$ cat config.mk
export PLATFORM = sky130hd
export DESIGN_NAME = us_scheduler
export DESIGN_NICKNAME = d
export VERILOG_FILES = /design/src/rtl/us_scheduler.sv
export SDC_FILE = /design/constraint.sdc
export NUM_CORES = 1
export LEC_CHECK = 0
export ABC_CLOCK_PERIOD_IN_PS = 6940
export CAP_MARGIN = 30
export CELL_PAD_IN_SITES_DETAIL_PLACEMENT = 0
export CELL_PAD_IN_SITES_GLOBAL_PLACEMENT = 2
export CORE_ASPECT_RATIO = 0.75
export CORE_MARGIN = 2
export CORE_UTILIZATION = 25
export CTS_CLUSTER_SIZE = 14
export DETAILED_ROUTE_END_ITERATION = 10
export PLACE_DENSITY = 0.68
export SYNTH_ARGS = -nofsm -noshare
export SYNTH_HDL_FRONTEND = slang
export SYNTH_SLANG_ARGS = --single-unit
$ cat constraint.sdc
create_clock -name clk_50M -period 6.94 [get_ports clk_50M]
set_input_delay 1.735 -clock clk_50M [delete_from_list [all_inputs] [get_ports clk_50M]]
set_output_delay 1.735 -clock clk_50M [all_outputs]
set_load 0.02 [all_outputs]
$ cat src/rtl/us_scheduler.sv
// Round-robin trigger/echo scheduler for two ultrasonic rangefinders (left first).
// Times each echo in microseconds and publishes a held distance in mm per sensor.
module us_scheduler #(
  parameter int unsigned CLK_PER_US      = 50,
  parameter int unsigned TRIG_CYCLES     = 500,
  parameter int unsigned RISE_TIMEOUT_US = 2000,
  parameter int unsigned MAX_ECHO_US     = 30000,
  parameter int unsigned GAP_US          = 10000
) (
  input  logic        clk_50M,
  input  logic        reset,
  input  logic        enable,
  input  logic        echo1,
  input  logic        echo2,
  output logic        trig1,
  output logic        trig2,
  output logic [15:0] dist_left,
  output logic [15:0] dist_right,
  output logic        valid_left,
  output logic        valid_right,
  output logic        timeout_left,
  output logic        timeout_right,
  output logic        active_sensor
);

  localparam int unsigned PreW   = (CLK_PER_US > 1) ? $clog2(CLK_PER_US) : 1;
  localparam int unsigned CntMx1 = (GAP_US > RISE_TIMEOUT_US) ? GAP_US : RISE_TIMEOUT_US;
  localparam int unsigned CntMax = (CntMx1 > TRIG_CYCLES) ? CntMx1 : TRIG_CYCLES;
  localparam int unsigned CntW   = $clog2(CntMax + 1);
  localparam int unsigned EchoW  = $clog2(MAX_ECHO_US + 1);

  typedef enum logic [2:0] {StGap, StTrig, StWaitRise, StMeasure, StDone} state_e;

  state_e            state_q, state_d;
  logic [PreW-1:0]   pre_q;
  logic [CntW-1:0]   cnt_q, cnt_d;
  logic [EchoW-1:0]  echo_us_q, echo_us_d;
  logic              active_q, active_d;
  logic [1:0]        sync1_q, sync2_q;
  logic [15:0]       dist_left_q, dist_right_q;
  logic              valid_left_q, valid_right_q;
  logic              timeout_left_q, timeout_right_q;
  logic              us_tick, echo_sel, fin, fin_fail;
  logic [31:0]       scaled;
  logic [15:0]       dist_new;

  assign us_tick  = (pre_q == PreW'(CLK_PER_US - 1));
  assign echo_sel = active_q ? sync2_q[1] : sync1_q[1];

  // mm = us * 11 / 64, computed wide and saturated
  assign scaled   = (32'(echo_us_q) * 32'd11) >> 6;
  assign dist_new = (fin_fail || (|scaled[31:16])) ? 16'hFFFF : scaled[15:0];

  always_comb begin
    state_d   = state_q;
    cnt_d     = cnt_q;
    echo_us_d = echo_us_q;
    active_d  = active_q;
    fin       = 1'b0;
    fin_fail  = 1'b0;
    unique case (state_q)
      StGap: begin
        if (cnt_q == CntW'(GAP_US)) begin
          if (enable) begin
            state_d = StTrig;
            cnt_d   = '0;
          end
        end else if (us_tick) begin
          cnt_d = cnt_q + CntW'(1);
        end
      end
      StTrig: begin
        if (cnt_q == CntW'(TRIG_CYCLES - 1)) begin
          state_d = StWaitRise;
          cnt_d   = '0;
        end else begin
          cnt_d = cnt_q + CntW'(1);
        end
      end
      StWaitRise: begin
        if (echo_sel) begin
          echo_us_d = '0;
          state_d   = StMeasure;
        end else if (us_tick) begin
          if (cnt_q == CntW'(RISE_TIMEOUT_US - 1)) begin
            fin      = 1'b1;
            fin_fail = 1'b1;
            state_d  = StDone;
          end else begin
            cnt_d = cnt_q + CntW'(1);
          end
        end
      end
      StMeasure: begin
        if (!echo_sel) begin
          fin     = 1'b1;
          state_d = StDone;
        end else if (us_tick) begin
          echo_us_d = echo_us_q + EchoW'(1);
          if (echo_us_q == EchoW'(MAX_ECHO_US - 1)) begin
            fin      = 1'b1;
            fin_fail = 1'b1;
            state_d  = StDone;
          end
        end
      end
      StDone: begin
        active_d = ~active_q;
        cnt_d    = '0;
        state_d  = StGap;
      end
      default: state_d = StGap;
    endcase
  end

  always_ff @(posedge clk_50M or negedge reset) begin
    if (!reset) begin
      state_q         <= StGap;
      pre_q           <= '0;
      cnt_q           <= '0;
      echo_us_q       <= '0;
      active_q        <= 1'b0;
      sync1_q         <= '0;
      sync2_q         <= '0;
      dist_left_q     <= '0;
      dist_right_q    <= '0;
      valid_left_q    <= 1'b0;
      valid_right_q   <= 1'b0;
      timeout_left_q  <= 1'b0;
      timeout_right_q <= 1'b0;
    end else begin
      state_q   <= state_d;
      pre_q     <= us_tick ? '0 : pre_q + PreW'(1);
      cnt_q     <= cnt_d;
      echo_us_q <= echo_us_d;
      active_q  <= active_d;
      sync1_q   <= {sync1_q[0], echo1};
      sync2_q   <= {sync2_q[0], echo2};
      // Result lands on the edge entering DONE so valid and dist change together
      valid_left_q  <= fin && !active_q;
      valid_right_q <= fin && active_q;
      if (fin) begin
        if (active_q) begin
          dist_right_q    <= dist_new;
          timeout_right_q <= fin_fail;
        end else begin
          dist_left_q    <= dist_new;
          timeout_left_q <= fin_fail;
        end
      end
    end
  end

  assign trig1         = (state_q == StTrig) && !active_q;
  assign trig2         = (state_q == StTrig) && active_q;
  assign dist_left     = dist_left_q;
  assign dist_right    = dist_right_q;
  assign valid_left    = valid_left_q;
  assign valid_right   = valid_right_q;
  assign timeout_left  = timeout_left_q;
  assign timeout_right = timeout_right_q;
  assign active_sensor = active_q;

endmodule

==> run_1/sizes.png <==
(3 px per um)
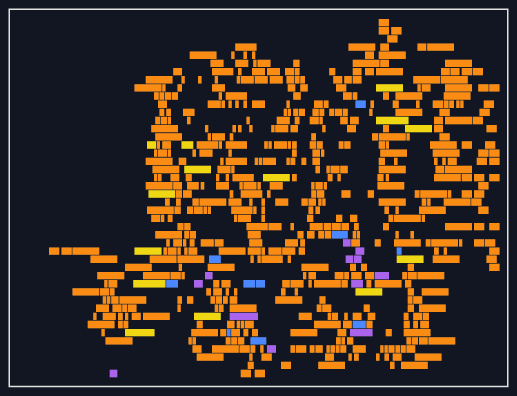
legend:
  purple:
    size: _3 and _4 cells
    cells: 12
    most_used: buf_4
  blue:
    size: _2 cells
    cells: 10
    most_used: mux2_2
  yellow:
    size: _6 and larger
    cells: 14
    most_used: clkbuf_16
  orange:
    size: _0 and _1 cells
    cells: 526
    most_used: dfrtp_1
cell area after layout: 5890 um^2
least setup slack across all paths after layout: 3150 ps

==> run_1/detail.png <==
Window x 70 to 95, y 50 to 75 um. Cells in grey, sequential cells in the stronger grey; small squares are vias.
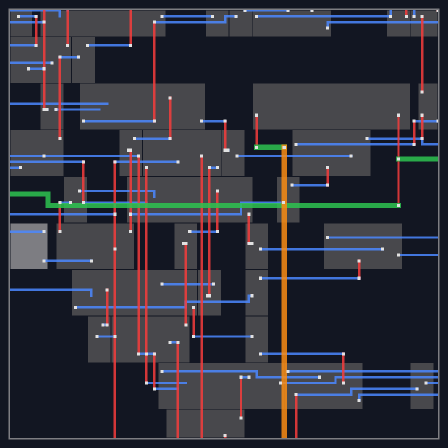
legend:
  blue:
    layer: metal 1
  orange:
    layer: metal 4
  green:
    layer: metal 3
  red:
    layer: metal 2
most frequent: inv_1 (16), ha_1 (10), fa_1 (5)
cells with their middle in the window: 35
sequential cells in the window: 0

==> Changelog: implementation, run 1 <==
## Implementation

* Outcome: complete, no violations
* Synth top cells by count: dfrtp_1, inv_1, nor2_1
* Tally of yosys warning messages at 0
* Clock root buffer master: clkbuf_16
* Average wire length per cell after detail routing at between 10 and 15 um
* Crit path capture: trig1
* Endpoint of the lowest-slack register-to-register path: dist_right[10]
* Layout fillers at 2009
* Beginning of the critical path: state_q[0]
* Total negative setup slack at 0 ps
* Post-synthesis chip area from yosys at 4900 um^2
* Seq pwr share at 37.3%
* Dpl cells at roughly 800
* Floorplan net count at 574
* GRT Overall Usage at around 12%
* Residual DRC at 0
* Worst Path Max Fanout at 8
* Main kind of combinational logic by area: simple AND/OR/NAND/NOR gates
* Hold path startpoint: sync2_q[0]
* Final worst path period share at 54.7%
* Clock network power share at 34.4%
* Area of the die at 20700 um^2
* Netlist area before placement at 4900 um^2
* Number of enable flip-flop cells at 0
* Worst setup path category: reg2out
* Synthesized area divided by synthesized cell count at 9.40 um^2
* Clock transition at the registers of the reported paths at 60 ps
* Yosys stat cell total at roughly 520
* Switching power as a share of total power at 32.0%
* Fin. max-slew vios at 0
* Longest Clk Path Bufs at 2
* Smallest hold slack at 354 ps
* Worst hold path class: reg2reg
* Count of mapped cells out of synthesis at about 520
* Largest delay contributor family on the critical path: buffers and inverters
* Net Switching at roughly 0.00048 W
* Largest net degree at the start of global routing at around 74
* Unrepaired setup endpoints after global routing: no
* Post-cts hold buffer count at 0
* Min-Delay Path Depth at 0
* Synth async-reset ratio at 100%
* Delay of the slowest cell on the worst path at 610 ps
* Clock buffers created by TritonCTS at 9
* Worst voltage drop across the vdd grid at 0.172 mV
* Share of the synthesized area in the top cell type at between 30% and 40%
* Number of port buffers at approximately 43
* Ao+oa area frac at 16.5%
* Final critical delay including setup and external delays at 3790 ps
* Max transition margin at 48.6%
* Crit path required time at ~5200 ps
* Global Route met3 Usage at 3.07%
* Most common cell in the synthesized netlist: dfrtp_1
* Xor/xnor cell area share of the yosys netlist at roughly 4.3%
* Worst Reg2Reg Path Length in Cells at 11
* Post-Synth Simple-Gate Area at 19.8%
* P_seq at 0.000556 W
* Flip-flop and latch area at 1830 um^2
* Maximum clock frequency at 264 MHz
* Final core utilization at a little under a third
* First DRT Iteration DRCs at between 150 and 200
* Final cell count without fillers at 815
* Remaining number of nets flagged by the antenna check after routing at 0
* Rows at 44
==> run_1/layer_met2.png <==
(2 px per um)
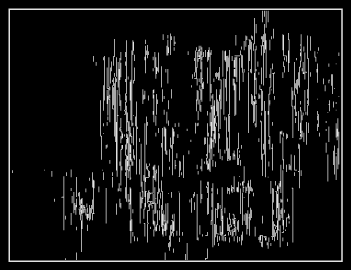
nets with wire on the layer: 486
longest straight run: 43.2 um
wire length on this layer: 4790 um
met2 Resource Use GR: 17.3%
total routed wirelength: 11.5 mm
via count: 3789

## run 1: metal layers
| layer | share of wire (%) | vias to the layer above |
|---|---|---|
| li1 | - | 1898 |
| met5 | 0 | - |
| met3 | 4.3 | 12 |
| met1 | 53 | 1811 |
| met2 | 42 | 68 |
| met4 | 1.5 | 0 |
## run 1: registers in the layout (all words and copies together) (netlist names)
name	count
active_sensor	1
cnt_q	14
dist_left	14
dist_right	14
echo_us_q	15
pre_q	6
state_q	3
sync1_q	2
sync2_q	2
valid_left	1
valid_right	1
## run 1: area by class of cell
type / count / area share [%]
well taps: 253 / 5.37
repair buffers: 48 / 8.24
flip-flops and latches: 73 / 31.0
multi-input cells: 366 / 46.1
inverters: 59 / 3.76
clock inverters: 7 / 1.74
clock buffers: 9 / 3.82
==> run_1/flops_by_reg.png <==
(2 px per um)
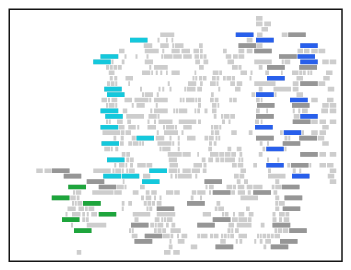

==> run 2: changes to the inputs <==
Settings changed: ABC_CLOCK_PERIOD_IN_PS 6940 to 3470, PLACE_DENSITY 0.68 to 0.7.
Clock period 6.94 ns to 3.47 ns, I/O delays scaled along.
==> run_2/flops_by_reg.png <==
(2 px per um)
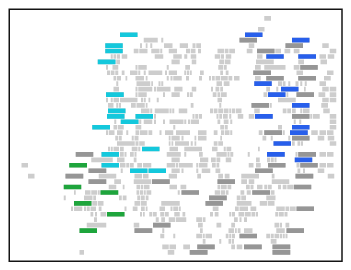
legend:
  cyan:
    name_in_the_netlist: echo_us_q
    flops: 15
  green:
    name_in_the_netlist: pre_q
    flops: 6
    where: south-west
  blue:
    name_in_the_netlist: dist_right
    flops: 14
not coloured: 38
final core utilization: 30.8%
fraction of area in registers: 30.8%
flip-flop and latch area: 1830 um^2

==> run_2/detail.png <==
Window x 70 to 95, y 50 to 75 um. Cells in grey, sequential cells in the stronger grey; small squares are vias.
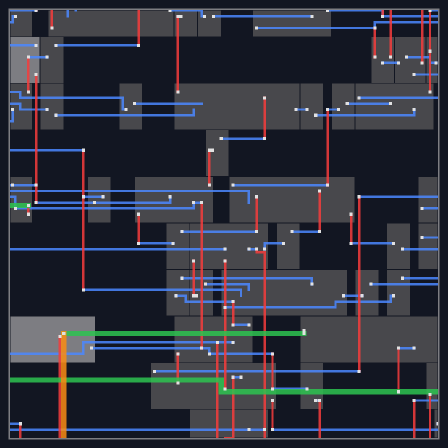
legend:
  green:
    layer: metal 3
  blue:
    layer: metal 1
  orange:
    layer: metal 4
  red:
    layer: metal 2
most frequent: inv_1 (18), ha_1 (6), fa_1 (5)
cells with their middle in the window: 34
sequential cells in the window: 1
netlist names of flops here include: echo_us_q (1)

==> Changelog: implementation, run 2 <==
## Implementation

* Outcome: complete, no violations
* Average wire length per cell after detail routing at approximately 14 um
* Cell area after layout at 5930 um^2
* Met2 Resource Use GR at 17.3%
* Most common cell in the synthesized netlist: dfrtp_1
* Met1 layer wirelength in the final routing at 6.20 mm
* Synthesized area divided by synthesized cell count at 9.40 um^2
* Main kind of combinational logic by area: simple AND/OR/NAND/NOR gates
* Synth async-reset ratio at 100%
* Fin. max-slew vios at 0
* Post-cts hold buffer count at 0
* Total negative setup slack at 0 ps
* Rows at 44
* Share of the synthesized area in the top cell type at 37.3%
* Detail Route met2 WL at 4.72 mm
* Delay of the slowest cell on the worst path at 470 ps
* Clock buffers created by TritonCTS at 9
* Largest register by flop count: echo_us_q
* Count of mapped cells out of synthesis at 521
* First DRT Iteration DRCs at 225
* Number of enable flip-flop cells at 0
* Worst hold path class: reg2reg
* Smallest hold slack at 354 ps
* Tally of yosys warning messages at 0
* Final cell count without fillers at 820
* Seq pwr share at between 30% and 40%
* Flip-flop count of the largest register, all copies and words added at 15
* Met3 layer wire length in the routed design at 527 um
* Switching power as a share of total power at 32.0%
* Least setup slack across all paths after layout at about 200 ps
* Dpl cells at 802
* Residual DRC at 0
* Synth top cells by count: dfrtp_1, inv_1, nor2_1
* Crit path required time at 3750 ps
* Final critical delay including setup and external delays at 3270 ps
* Top layer reached by signal wires: met4
* Worst setup path category: reg2reg
* Maximum clock frequency at 305 MHz
* Number of port buffers at ~43
* Net Switching at 0.000956 W
* Post-Synth Simple-Gate Area at 19.8%
* Unrepaired setup endpoints after global routing: no
* Worst voltage drop across the vdd grid at roughly 0.35 mV
* P_seq at ~0.0011 W
* Final worst path period share at approximately 94%
[run 2: worst max-delay path, delay by kind of cell (launching register included)]
kind	cells	cell delay, ps
compound gates	3	850
fa+ha+maj	3	1060
flops	1	460
xor+xnor	1	210
simple gates	2	630
[run 2: final timing paths]
path,from,to,slack [ps],depth (start not counted)
max,echo_us_q[2],dist_right[8],200,9
min,sync2_q[0],sync2_q[1],350,0
max reg2reg,echo_us_q[2],dist_right[8],200,9
min reg2reg,sync2_q[0],sync2_q[1],350,0
max in group asynchronous,reset,dist_right[9],2510,2
min in group asynchronous,reset,active_sensor,380,1
[run 2: final cells by class]
type                            instances  area, um^2
Clock buffer                            9         225
Clock inverter                          7         103
Fill cell                            2018       13300
Inverter                               59         221
Multi-Input combinational cell        366        2720
Sequential cell                        73        1830
Tap cell                              253         317
Timing Repair Buffer                   53         523
Power is estimated from default activity; no workload was simulated.
